$ cat src/rtl/snake_dir_pkg.sv
// Shared types and constants for the snake direction queue: directions, PS/2 prefixes,
// per-player scancodes and the parser state type.
package snake_dir_pkg;

  typedef logic [1:0] dir_t;

  localparam dir_t DIR_UP    = 2'b00;
  localparam dir_t DIR_RIGHT = 2'b01;
  localparam dir_t DIR_DOWN  = 2'b10;
  localparam dir_t DIR_LEFT  = 2'b11;

  localparam logic [7:0] PS2_EXT = 8'hE0;
  localparam logic [7:0] PS2_BRK = 8'hF0;

  // Player 0: numeric keypad 8/6/5/4
  localparam logic [7:0] P0_UP    = 8'h75;
  localparam logic [7:0] P0_RIGHT = 8'h74;
  localparam logic [7:0] P0_DOWN  = 8'h73;
  localparam logic [7:0] P0_LEFT  = 8'h6B;

  // Player 0 arrow keys, only meaningful after an 0xE0 prefix
  localparam logic [7:0] ARROW_UP    = 8'h75;
  localparam logic [7:0] ARROW_RIGHT = 8'h74;
  localparam logic [7:0] ARROW_DOWN  = 8'h72;
  localparam logic [7:0] ARROW_LEFT  = 8'h6B;

  // Player 1: W/D/S/A
  localparam logic [7:0] P1_UP    = 8'h1D;
  localparam logic [7:0] P1_RIGHT = 8'h23;
  localparam logic [7:0] P1_DOWN  = 8'h1B;
  localparam logic [7:0] P1_LEFT  = 8'h1C;

  typedef enum logic [1:0] {
    ST_IDLE,
    ST_EXT,
    ST_BRK,
    ST_EXT_BRK
  } parse_state_t;

  function automatic dir_t opposite(input dir_t d);
    return d ^ 2'b10;
  endfunction

endpackage

$ cat src/rtl/snake_dir_fifo.sv
// Per-player turn FIFO: filters candidates against the tail (or current direction),
// buffers accepted turns and applies one per step pulse.
module snake_dir_fifo
  import snake_dir_pkg::*;
#(
  parameter int   QUEUE_DEPTH = 2,
  parameter dir_t RESET_DIR   = DIR_UP,
  parameter int   CW          = $clog2(QUEUE_DEPTH + 1)
) (
  input  logic          clk,
  input  logic          rst,
  input  logic          push,
  input  dir_t          push_dir,
  input  logic          pop,
  output dir_t          direction,
  output logic [CW-1:0] count,
  output logic          dropped
);

  localparam int PW = (QUEUE_DEPTH > 1) ? $clog2(QUEUE_DEPTH) : 1;
  localparam logic [PW-1:0] LAST_PTR = PW'(QUEUE_DEPTH - 1);
  localparam logic [CW-1:0] FULL_CNT = CW'(QUEUE_DEPTH);

  dir_t          mem [QUEUE_DEPTH];
  logic [PW-1:0] rd_ptr;
  logic [PW-1:0] wr_ptr;
  logic [PW-1:0] tail_ptr;
  dir_t          ref_dir;
  logic          empty;
  logic          full;
  logic          accept;
  logic          do_push;
  logic          do_pop;

  function automatic logic [PW-1:0] next_ptr(input logic [PW-1:0] p);
    return (p == LAST_PTR) ? '0 : p + PW'(1);
  endfunction

  // The reference is the most recently queued turn, so a burst of keys is
  // judged against where the snake will be heading, not where it is now.
  always_comb begin
    tail_ptr = (wr_ptr == '0) ? LAST_PTR : wr_ptr - PW'(1);
    empty    = (count == '0);
    full     = (count == FULL_CNT);
    ref_dir  = empty ? direction : mem[tail_ptr];
    accept   = push && (push_dir != ref_dir) && (push_dir != opposite(ref_dir));
    do_pop   = pop && !empty;
    do_push  = accept && (!full || do_pop);
  end

  always_ff @(posedge clk or posedge rst) begin
    if (rst) begin
      rd_ptr    <= '0;
      wr_ptr    <= '0;
      count     <= '0;
      direction <= RESET_DIR;
      dropped   <= 1'b0;
    end else begin
      dropped <= accept && full && !do_pop;
      if (do_push) wr_ptr <= next_ptr(wr_ptr);
      if (do_pop) begin
        rd_ptr    <= next_ptr(rd_ptr);
        direction <= mem[rd_ptr];
      end
      if (do_push && !do_pop)      count <= count + CW'(1);
      else if (do_pop && !do_push) count <= count - CW'(1);
    end
  end

  always_ff @(posedge clk) begin
    if (do_push) mem[wr_ptr] <= push_dir;
  end

endmodule

$ cat src/rtl/snake_dir_queue.sv
// PS/2 byte-stream parser and keymap decode feeding one turn FIFO per player.
// Define SNAKE_ARROW_KEYS_EN to map E0-prefixed arrow keys onto player 0.
module snake_dir_queue
  import snake_dir_pkg::*;
#(
  parameter int                       NUM_PLAYERS = 1,
  parameter int                       QUEUE_DEPTH = 2,
  parameter logic [2*NUM_PLAYERS-1:0] RESET_DIRS  = '0
) (
  input  logic                                           clk,
  input  logic                                           rst,
  input  logic [7:0]                                     scancode,
  input  logic                                           scancode_valid,
  input  logic                                           step,
  output logic [2*NUM_PLAYERS-1:0]                       direction,
  output logic [NUM_PLAYERS*$clog2(QUEUE_DEPTH+1)-1:0]   queue_count,
  output logic [NUM_PLAYERS-1:0]                         turn_dropped
);

  localparam int CW = $clog2(QUEUE_DEPTH + 1);

  parse_state_t state_q;
  parse_state_t state_d;
  logic         make_valid;
  logic         make_ext;

  // Returns {hit, dir} for the given player.
  function automatic logic [2:0] decode_key(input int player, input logic ext,
                                            input logic [7:0] code);
    logic [2:0] k;
    k = '0;
    if (ext) begin
`ifdef SNAKE_ARROW_KEYS_EN
      if (player == 0) begin
        case (code)
          ARROW_UP:    k = {1'b1, DIR_UP};
          ARROW_RIGHT: k = {1'b1, DIR_RIGHT};
          ARROW_DOWN:  k = {1'b1, DIR_DOWN};
          ARROW_LEFT:  k = {1'b1, DIR_LEFT};
          default:     k = '0;
        endcase
      end
`else
      k = '0;
`endif
    end else if (player == 0) begin
      case (code)
        P0_UP:    k = {1'b1, DIR_UP};
        P0_RIGHT: k = {1'b1, DIR_RIGHT};
        P0_DOWN:  k = {1'b1, DIR_DOWN};
        P0_LEFT:  k = {1'b1, DIR_LEFT};
        default:  k = '0;
      endcase
    end else if (player == 1) begin
      case (code)
        P1_UP:    k = {1'b1, DIR_UP};
        P1_RIGHT: k = {1'b1, DIR_RIGHT};
        P1_DOWN:  k = {1'b1, DIR_DOWN};
        P1_LEFT:  k = {1'b1, DIR_LEFT};
        default:  k = '0;
      endcase
    end
    return k;
  endfunction

  always_ff @(posedge clk or posedge rst) begin
    if (rst) state_q <= ST_IDLE;
    else     state_q <= state_d;
  end

  // Break codes (with or without E0) are swallowed; only make bytes reach decode.
  always_comb begin
    state_d    = state_q;
    make_valid = 1'b0;
    make_ext   = 1'b0;
    if (scancode_valid) begin
      case (state_q)
        ST_IDLE: begin
          if (scancode == PS2_EXT)      state_d = ST_EXT;
          else if (scancode == PS2_BRK) state_d = ST_BRK;
          else                          make_valid = 1'b1;
        end
        ST_BRK: state_d = ST_IDLE;
        ST_EXT: begin
          if (scancode == PS2_BRK) begin
            state_d = ST_EXT_BRK;
          end else begin
            make_valid = 1'b1;
            make_ext   = 1'b1;
            state_d    = ST_IDLE;
          end
        end
        ST_EXT_BRK: state_d = ST_IDLE;
        default:    state_d = ST_IDLE;
      endcase
    end
  end

  for (genvar p = 0; p < NUM_PLAYERS; p++) begin : g_player
    logic [2:0] key;
    always_comb key = decode_key(p, make_ext, scancode);

    snake_dir_fifo #(
      .QUEUE_DEPTH(QUEUE_DEPTH),
      .RESET_DIR  (RESET_DIRS[2*p +: 2]),
      .CW         (CW)
    ) u_fifo (
      .clk      (clk),
      .rst      (rst),
      .push     (make_valid & key[2]),
      .push_dir (key[1:0]),
      .pop      (step),
      .direction(direction[2*p +: 2]),
      .count    (queue_count[CW*p +: CW]),
      .dropped  (turn_dropped[p])
    );
  end

endmodule

$ cat config.mk
export PLATFORM = sky130hd
export DESIGN_NAME = snake_dir_queue
export DESIGN_NICKNAME = d
export VERILOG_FILES = /design/src/rtl/snake_dir_pkg.sv /design/src/rtl/snake_dir_fifo.sv /design/src/rtl/snake_dir_queue.sv
export SDC_FILE = /design/constraint.sdc
export NUM_CORES = 1
export LEC_CHECK = 0
export ABC_AREA = 0
export CAP_MARGIN = 10
export CORE_UTILIZATION = 52
export CTS_CLUSTER_SIZE = 20
export DETAILED_ROUTE_END_ITERATION = 7
export GPL_TIMING_DRIVEN = 0
export HOLD_SLACK_MARGIN = 0.06
export PLACE_DENSITY = 0.82
export REMOVE_ABC_BUFFERS = 1
export SLEW_MARGIN = 20
export SYNTH_ARGS = -nofsm -noshare
export SYNTH_HDL_FRONTEND = slang
export SYNTH_SLANG_ARGS = --single-unit
$ cat constraint.sdc
create_clock -name clk -period 3.15 [get_ports clk]
set_input_delay 0.315 -clock clk [delete_from_list [all_inputs] [get_ports clk]]
set_output_delay 0.315 -clock clk [all_outputs]
set_load 0.005 [all_outputs]
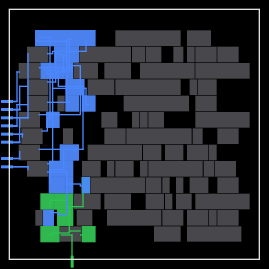
(wires at chosen ports, followed through buffers)
(6 px per um)
green -> scancode_valid  # bits 1, direction input, edge bottom, end cells 6, buffers 1, wire 27.8 um
blue -> scancode  # bits 8, direction input, edge left, end cells 14, buffers 8, wire 215 um
Port Buffers: 16
IO Pins: 17

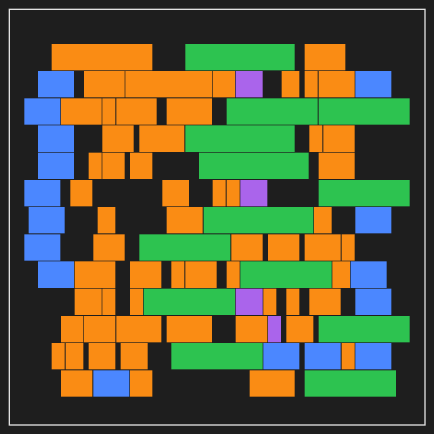
(placed cells, one color a class)
(10 px per um)
green -> sequential cells  # cells 13, share of their area 35%
orange -> combinational and other logic  # cells 58, share of their area 47%
purple -> clock drivers and dummy loads  # cells 4, share of their area 2.6%
blue -> remaining buffers and delay cells  # cells 16, share of their area 16%
core footprint: 0.001366 mm^2
Final Util: 0.7418
# rows: 13

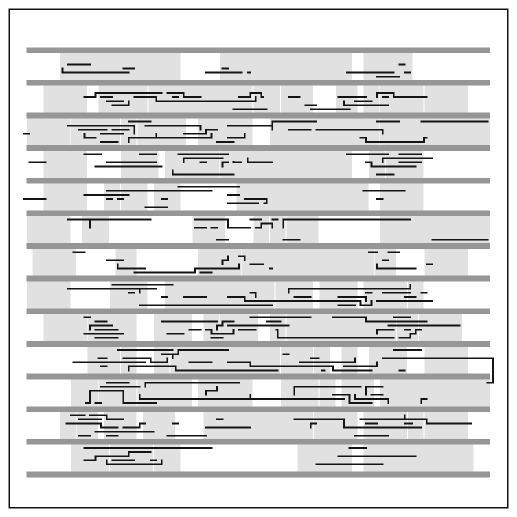
(M1 wires)
(12 px per um) Supply wires on this layer in gray. Cells faint in the background.
nets with wire on the layer = 91
main direction = horizontal
share of all routed wire = 41%
wire length on this layer = 629 um
longest straight run = 17.0 um
global-route track usage on met1: 0.2129
total via count after detailed routing: 626

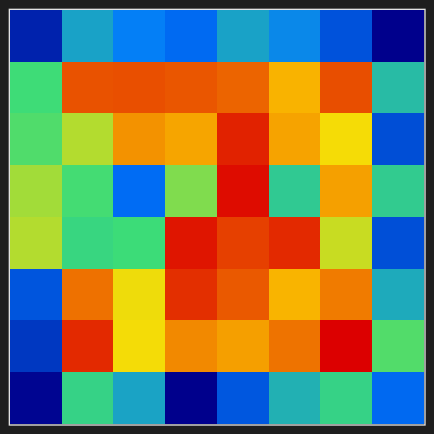
(placement density heat map)
(10 px per um) 8 x 8 tiles, from dark blue (low) to red (high), 0 to 100% covered.
mean over tiles = 58%
fullest tile = 100%
nearly empty tiles = 4.7%
core utilization before placement: 0.5916

==> impl_table.tex <==
% Implementation results table
\begin{tabular}{lr}
\hline
Metric & Value \\
\hline
\multicolumn{2}{l}{\textbf{Run status}} \\
Run status & finished clean \\
\multicolumn{2}{l}{\textbf{Finish}} \\
Clock buffer count & 4 \\
Buffers, non-clock & 16 \\
Final instance area & 0.001013 mm\^{}2 \\
Total area of sequential cells & 345.3 um\^{}2 \\
Most frequent cells in the layout & clkdlybuf4s50\_1 (16), dfrtp\_1 (9), nor2\_1 (6) \\
Logic share of the area & 0.4383 \\
Most used logic cell in the final layout & clkdlybuf4s50\_1 \\
Non-Clock Inverter Count & 5 \\
\multicolumn{2}{l}{\textbf{Global route}} \\
Number of global-route vias before repair & 682 \\
\multicolumn{2}{l}{\textbf{Setup path}} \\
Kind of cell adding the most delay to the critical path & buffers and inverters \\
Worst Setup End Kind & flop \\
Startpoint type of the worst setup path & primary input \\
Worst r2r path cells & 9 \\
Bufs and invs on worst path & 3 \\
\multicolumn{2}{l}{\textbf{Floorplan}} \\
Overall die height & 41.43 um \\
Overall die width & 41.43 um \\
\# Taps & 15 \\
\multicolumn{2}{l}{\textbf{STA}} \\
Unrepaired setup endpoints after global routing & false \\
Final worst clock skew & 0.004379 ns \\
Relative max-transition margin & 0.6932 \\
Maximum frequency from static timing analysis & 441.0 MHz \\
Setup violation total in the final timing report & 0 \\
Number of pins exceeding their max-slew limit in the final report & 0 \\
\multicolumn{2}{l}{\textbf{Pwr}} \\
Sequential group share of total power & 0.469 \\
Sw Pwr & 0.1722 mW \\
Static Leakage & 0.3982 nW \\
\multicolumn{2}{l}{\textbf{Synth}} \\
Synthesis warning total & 0 \\
Cell taking the most area after synthesis & dfrtp\_1 \\
Leading post-synthesis cells by instance count & dfrtp\_1 (9), nor2\_1 (6), inv\_1 (5) \\
Fraction of synthesized cell area in xor and xnor cells & 0.06502 \\
Dominant cell area share & 0.2786 \\
\multicolumn{2}{l}{\textbf{CTS}} \\
Number of setup buffers added after CTS & 0 \\
Cells resized by post-CTS repair & 0 \\
Root buf cell & clkbuf\_4 \\
Total clock buffers created by CTS & 3 \\
\multicolumn{2}{l}{\textbf{Route}} \\
Number of design-rule violations left by the first detailed-router iteration & 7 \\
Routed wire per std cell & 14.42 um \\
\multicolumn{2}{l}{\textbf{Placement}} \\
Routability Congestion & 0.7417 \\
Cell area after placement & 987.2 um\^{}2 \\
Pre-CTS worst setup slack & 0.6159 ns \\
\hline
\end{tabular}
No activity file was given, so power comes from the tool's default toggle rates.
